## src/rtl/cam_buf_pkg.sv

```systemverilog
// cam_buf_pkg: shared definitions for the camera frame-buffer pair.
//   Buffer geometry (480x272 RGB565, one 16-bit word per pixel), the
//   per-buffer ownership state codes, and small lookup helpers for the
//   two-buffer state pair.
package cam_buf_pkg;

    localparam int unsigned FRAME_W   = 480;
    localparam int unsigned FRAME_H   = 272;
    localparam int unsigned BUF_WORDS = FRAME_W * FRAME_H;

    // Ownership state of one frame buffer
    typedef enum logic [1:0] {
        BUF_FREE    = 2'd0,
        BUF_WRITING = 2'd1,
        BUF_FULL    = 2'd2,
        BUF_READING = 2'd3
    } buf_st_e;

    // True when either buffer is in state want
    function automatic logic st_any(input buf_st_e s0, input buf_st_e s1,
                                    input buf_st_e want);
        return (s0 == want) || (s1 == want);
    endfunction

    // Index of the buffer in state want (0 preferred); only meaningful when st_any()
    function automatic logic st_idx(input buf_st_e s0, input buf_st_e s1,
                                    input buf_st_e want);
        return (s0 != want) && (s1 == want);
    endfunction

endpackage

```

## src/rtl/sat_counter.sv

```systemverilog
// sat_counter: saturating event counter, cleared only by reset.
//   Only exists in the statistics build (FRAME_SCHED_STATS_EN).
// Ports:
//   clk    in  1      clock
//   rst_n  in  1      asynchronous active-low reset
//   inc    in  1      count one event this cycle
//   count  out CNT_W  registered event count, holds at all-ones
`ifdef FRAME_SCHED_STATS_EN
module sat_counter #(
    parameter int unsigned CNT_W = 16
) (
    input  logic             clk,
    input  logic             rst_n,
    input  logic             inc,
    output logic [CNT_W-1:0] count
);

    logic [CNT_W-1:0] count_q;
    logic [CNT_W-1:0] count_d;

    // Increment unless already saturated
    always_comb begin
        count_d = count_q;
        if (inc && (count_q != {CNT_W{1'b1}})) begin
            count_d = count_q + CNT_W'(1);
        end
    end

    always_ff @(posedge clk or negedge rst_n) begin
        if (!rst_n) begin
            count_q <= CNT_W'(0);
        end else begin
            count_q <= count_d;
        end
    end

    assign count = count_q;

endmodule
`endif

```

## src/rtl/frame_buf_sched.sv

```systemverilog
// frame_buf_sched: ping-pong ownership scheduler for the two camera frame
//   buffers. The writer never shares a buffer with the reader, the reader
//   always gets the newest complete frame; stale frames are dropped when
//   the writer runs ahead and the last frame is repeated when it lags.
// Build option: FRAME_SCHED_STATS_EN enables the drop/repeat counters;
//   without it drop_cnt_o/rep_cnt_o are tied to 0.
// Ports:
//   iClk, wRsn            clock, asynchronous active-low reset
//   wr_fs_i / wr_fe_i     writer frame start / end pulses
//   rd_fs_i / rd_fe_i     reader frame start / end pulses
//   wr_grant_o, wr_buf_o  writer owns buffer wr_buf_o
//   rd_valid_o, rd_buf_o  reader owns buffer rd_buf_o (0 = show blank)
//   buf0_st_o, buf1_st_o  ownership state of each buffer
//   drop_cnt_o, rep_cnt_o saturating drop / repeat statistics
module frame_buf_sched
    import cam_buf_pkg::*;
#(
    parameter int unsigned CNT_W = 16
) (
    input  logic             iClk,
    input  logic             wRsn,
    input  logic             wr_fs_i,
    input  logic             wr_fe_i,
    input  logic             rd_fs_i,
    input  logic             rd_fe_i,
    output logic             wr_grant_o,
    output logic             wr_buf_o,
    output logic             rd_valid_o,
    output logic             rd_buf_o,
    output logic [1:0]       buf0_st_o,
    output logic [1:0]       buf1_st_o,
    output logic [CNT_W-1:0] drop_cnt_o,
    output logic [CNT_W-1:0] rep_cnt_o
);

    buf_st_e st_q [2];
    buf_st_e st_d [2];
    logic    wr_grant_q, wr_grant_d;
    logic    wr_buf_q,   wr_buf_d;
    logic    rd_valid_q, rd_valid_d;
    logic    rd_buf_q,   rd_buf_d;
    logic    last_wr_q,  last_wr_d;   // buffer most recently handed to the writer
    logic    prev_rd_q,  prev_rd_d;   // buffer most recently handed to the reader
    logic    prev_vld_q, prev_vld_d;  // prev_rd_q is meaningful
    logic    fe_seen_q,  fe_seen_d;   // a frame completed since the last read grant
    logic    drop_inc;
    logic    rep_inc;
    logic    idx;

    // Resolve same-cycle events in order rd_fe, wr_fe, rd_fs, wr_fs,
    // each step working on the result of the previous one.
    always_comb begin
        st_d       = st_q;
        wr_grant_d = wr_grant_q;
        wr_buf_d   = wr_buf_q;
        rd_valid_d = rd_valid_q;
        rd_buf_d   = rd_buf_q;
        last_wr_d  = last_wr_q;
        prev_rd_d  = prev_rd_q;
        prev_vld_d = prev_vld_q;
        fe_seen_d  = fe_seen_q;
        drop_inc   = 1'b0;
        rep_inc    = 1'b0;
        idx        = 1'b0;

        // Reader done: keep the frame for a possible repeat unless a newer one waits
        if (rd_fe_i) begin
            if (st_any(st_d[0], st_d[1], BUF_READING)) begin
                idx       = st_idx(st_d[0], st_d[1], BUF_READING);
                st_d[idx] = (st_d[~idx] == BUF_FULL) ? BUF_FREE : BUF_FULL;
            end
            rd_valid_d = 1'b0;
        end

        // Writer done: new frame supersedes any older complete frame
        if (wr_fe_i && st_any(st_d[0], st_d[1], BUF_WRITING)) begin
            idx       = st_idx(st_d[0], st_d[1], BUF_WRITING);
            st_d[idx] = BUF_FULL;
            if (st_d[~idx] == BUF_FULL) begin
                st_d[~idx] = BUF_FREE;
                drop_inc   = 1'b1;
            end
            wr_grant_d = 1'b0;
            fe_seen_d  = 1'b1;
        end

        // Reader start: release a buffer whose end pulse was missed, take the newest frame
        if (rd_fs_i) begin
            if (st_any(st_d[0], st_d[1], BUF_READING)) begin
                st_d[st_idx(st_d[0], st_d[1], BUF_READING)] = BUF_FREE;
            end
            if (st_any(st_d[0], st_d[1], BUF_FULL)) begin
                idx        = st_idx(st_d[0], st_d[1], BUF_FULL);
                st_d[idx]  = BUF_READING;
                rd_buf_d   = idx;
                rd_valid_d = 1'b1;
                rep_inc    = prev_vld_q && (prev_rd_q == idx) && !fe_seen_d;
                prev_rd_d  = idx;
                prev_vld_d = 1'b1;
                fe_seen_d  = 1'b0;
            end else begin
                rd_valid_d = 1'b0;
            end
        end

        // Writer start: prefer a free buffer, else overwrite the waiting frame
        if (wr_fs_i) begin
            if (st_any(st_d[0], st_d[1], BUF_WRITING)) begin
                idx      = st_idx(st_d[0], st_d[1], BUF_WRITING);
                drop_inc = 1'b1;
            end else if ((st_d[0] == BUF_FREE) && (st_d[1] == BUF_FREE)) begin
                idx = ~last_wr_q;
            end else if (st_any(st_d[0], st_d[1], BUF_FREE)) begin
                idx = st_idx(st_d[0], st_d[1], BUF_FREE);
            end else begin
                // Remaining pair is FULL + READING: the reader's buffer is never taken
                idx      = st_idx(st_d[0], st_d[1], BUF_FULL);
                drop_inc = 1'b1;
            end
            st_d[idx]  = BUF_WRITING;
            wr_buf_d   = idx;
            wr_grant_d = 1'b1;
            last_wr_d  = idx;
        end
    end

    always_ff @(posedge iClk or negedge wRsn) begin
        if (!wRsn) begin
            st_q[0]    <= BUF_FREE;
            st_q[1]    <= BUF_FREE;
            wr_grant_q <= 1'b0;
            wr_buf_q   <= 1'b0;
            rd_valid_q <= 1'b0;
            rd_buf_q   <= 1'b0;
            last_wr_q  <= 1'b1;
            prev_rd_q  <= 1'b0;
            prev_vld_q <= 1'b0;
            fe_seen_q  <= 1'b0;
        end else begin
            st_q       <= st_d;
            wr_grant_q <= wr_grant_d;
            wr_buf_q   <= wr_buf_d;
            rd_valid_q <= rd_valid_d;
            rd_buf_q   <= rd_buf_d;
            last_wr_q  <= last_wr_d;
            prev_rd_q  <= prev_rd_d;
            prev_vld_q <= prev_vld_d;
            fe_seen_q  <= fe_seen_d;
        end
    end

    assign wr_grant_o = wr_grant_q;
    assign wr_buf_o   = wr_buf_q;
    assign rd_valid_o = rd_valid_q;
    assign rd_buf_o   = rd_buf_q;
    assign buf0_st_o  = st_q[0];
    assign buf1_st_o  = st_q[1];

`ifdef FRAME_SCHED_STATS_EN
    sat_counter #(.CNT_W(CNT_W)) u_drop_cnt (
        .clk   (iClk),
        .rst_n (wRsn),
        .inc   (drop_inc),
        .count (drop_cnt_o)
    );

    sat_counter #(.CNT_W(CNT_W)) u_rep_cnt (
        .clk   (iClk),
        .rst_n (wRsn),
        .inc   (rep_inc),
        .count (rep_cnt_o)
    );
`else
    logic unused_stats;
    assign unused_stats = drop_inc ^ rep_inc;
    assign drop_cnt_o   = CNT_W'(0);
    assign rep_cnt_o    = CNT_W'(0);
`endif

endmodule
```

## config.mk

```make
export PLATFORM = sky130hd
export DESIGN_NAME = frame_buf_sched
export DESIGN_NICKNAME = d
export VERILOG_FILES = /design/src/rtl/cam_buf_pkg.sv /design/src/rtl/sat_counter.sv /design/src/rtl/frame_buf_sched.sv
export SDC_FILE = /design/constraint.sdc
export NUM_CORES = 1
export LEC_CHECK = 0
export ABC_AREA = 1
export CAP_MARGIN = 20
export CORE_ASPECT_RATIO = 0.7
export CORE_MARGIN = 8
export CORE_UTILIZATION = 41
export CTS_BUF_LIST = sky130_fd_sc_hd__clkbuf_2 sky130_fd_sc_hd__clkbuf_4 sky130_fd_sc_hd__clkbuf_8
export CTS_CLUSTER_DIAMETER = 200
export DETAILED_ROUTE_END_ITERATION = 8
export PLACE_DENSITY = 0.82
export SETUP_SLACK_MARGIN = 0.15
export SLEW_MARGIN = 20
export SYNTH_ARGS = -nofsm -noshare
export SYNTH_HDL_FRONTEND = slang
export SYNTH_SLANG_ARGS = --single-unit
```

## constraint.sdc

```tcl
create_clock -name iClk -period 2.5 [get_ports iClk]
set_input_delay 0.5 -clock iClk [delete_from_list [all_inputs] [get_ports iClk]]
set_output_delay 0.5 -clock iClk [all_outputs]
set_load 0.01 [all_outputs]
```

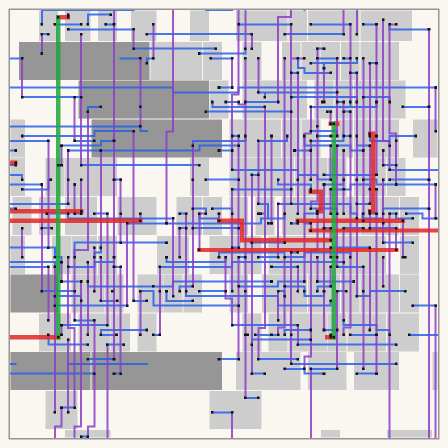
*Zoomed window*
Region (21, 13) to (51, 43) um. Cells in grey, sequential cells in the stronger grey; small squares are vias.
[green] met4
[purple] met2
[red] met3
[blue] met1
most frequent: nand2_1 (24), inv_1 (14)
sequential cells in the window: 5
netlist names of flops here include: `buf0_st_o` (2)
cells with their middle in the window: 94

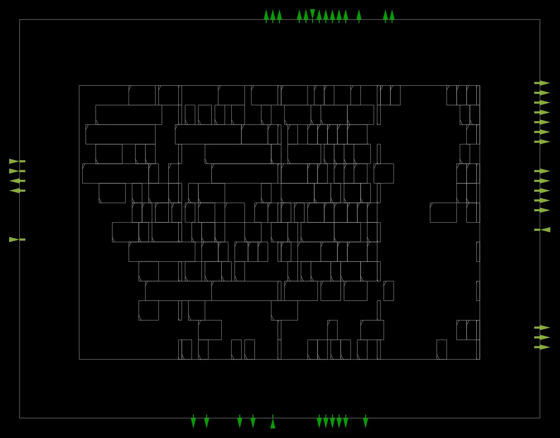
*Cell placement*
non-filler cells, final: 184
core area: 0.00212 mm2

==> notes.md <==
flow finished, numbers: outcome finished clean, total gr overflow 0, Tcrit/Tclk final 86.6%, top cell family by delay on the critical path simple AND/OR/NAND/NOR gates, most common cell in the netlist buf_4, Worst VDD drop roughly 0.47 mV, Mapped Cells between 100 and 150, initial antenna violation count 0, pin count of the biggest net entering global routing 10, sequential power ~280 uW, critical path fanouts, max 4, via count 774, area reported by Yosys stat 910 um2, share of cells above drive strength 1 23.7%, LEAKAGE between 0.0006 and 0.0007 uW, fillers 222, vias in the first global route 750, Num Clock Sinks 9, GPL Wtd Cong roughly 0.82, Min-Delay Path Class flip-flop to flip-flop, top cells, area buf_4 (26%), dfrtp_1 (22%), nand2_1 (13%), sequential cell area share ~22%, PwrDens 1190 mW/mm2, crit path from wr_fe_i, DPL Wire Length 1.93 mm, Routed WL 2.23 mm, Logic inverters 21, Area Growth Syn to Fin 15.3%, setup violators final 0, clock power share around a tenth, flip-flops 9, P_int about 660 uW, Root Buffer clkbuf_4, Syn Area/Cell a little over 7 um2, Post-synth EDFFs 0, most frequent logic cell in the layout conb_1, Worst Hold End wr_grant_o, Core Util at FP 42.9%, TritonCTS buffer count 3, Place WS -0.131 ns, Cell Area, Synth 910 um2, MI comb area 488 um2
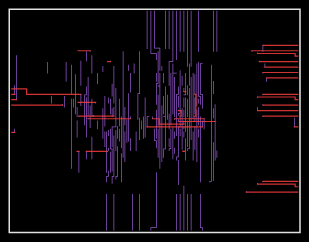
*Signal wires by layer*
Scale: 4 px per um. Two of the layers only.
[red] met3 | wire length: 259 um
[purple] met2 | wire length: 1170 um
GRT Overall Usage: 10.4%
WL per Instance: 12.1 um

==> stage by stage <==
step                 TNS, ns  hold slack [ns]  total power, uW  cells  area, um2
detailed placement    -0.599            0.471             1100    180       1010
floorplan                  0            0.204              798    160       1030
global route               0            0.507             1340    184       1050
global placement    -0.00866            0.463             1040    180       1010
CTS                        0            0.488             1230    184       1040
finish                     0            0.479             1250    184       1050
==> kinds of logic (layout without fill, tap and decap cells) <==
logic type / count (synthesis) / count (layout) / synth area share (%)
other cells: 1 / 32 / 0.412
compound gates: 7 / 7 / 5.09
fa+ha+maj: 3 / 3 / 4.13
buf+inv: 53 / 45 / 35.1
flops: 9 / 9 / 24.9
simple gates: 56 / 56 / 30.4
No activity file was given, so power comes from the tool's default toggle rates.
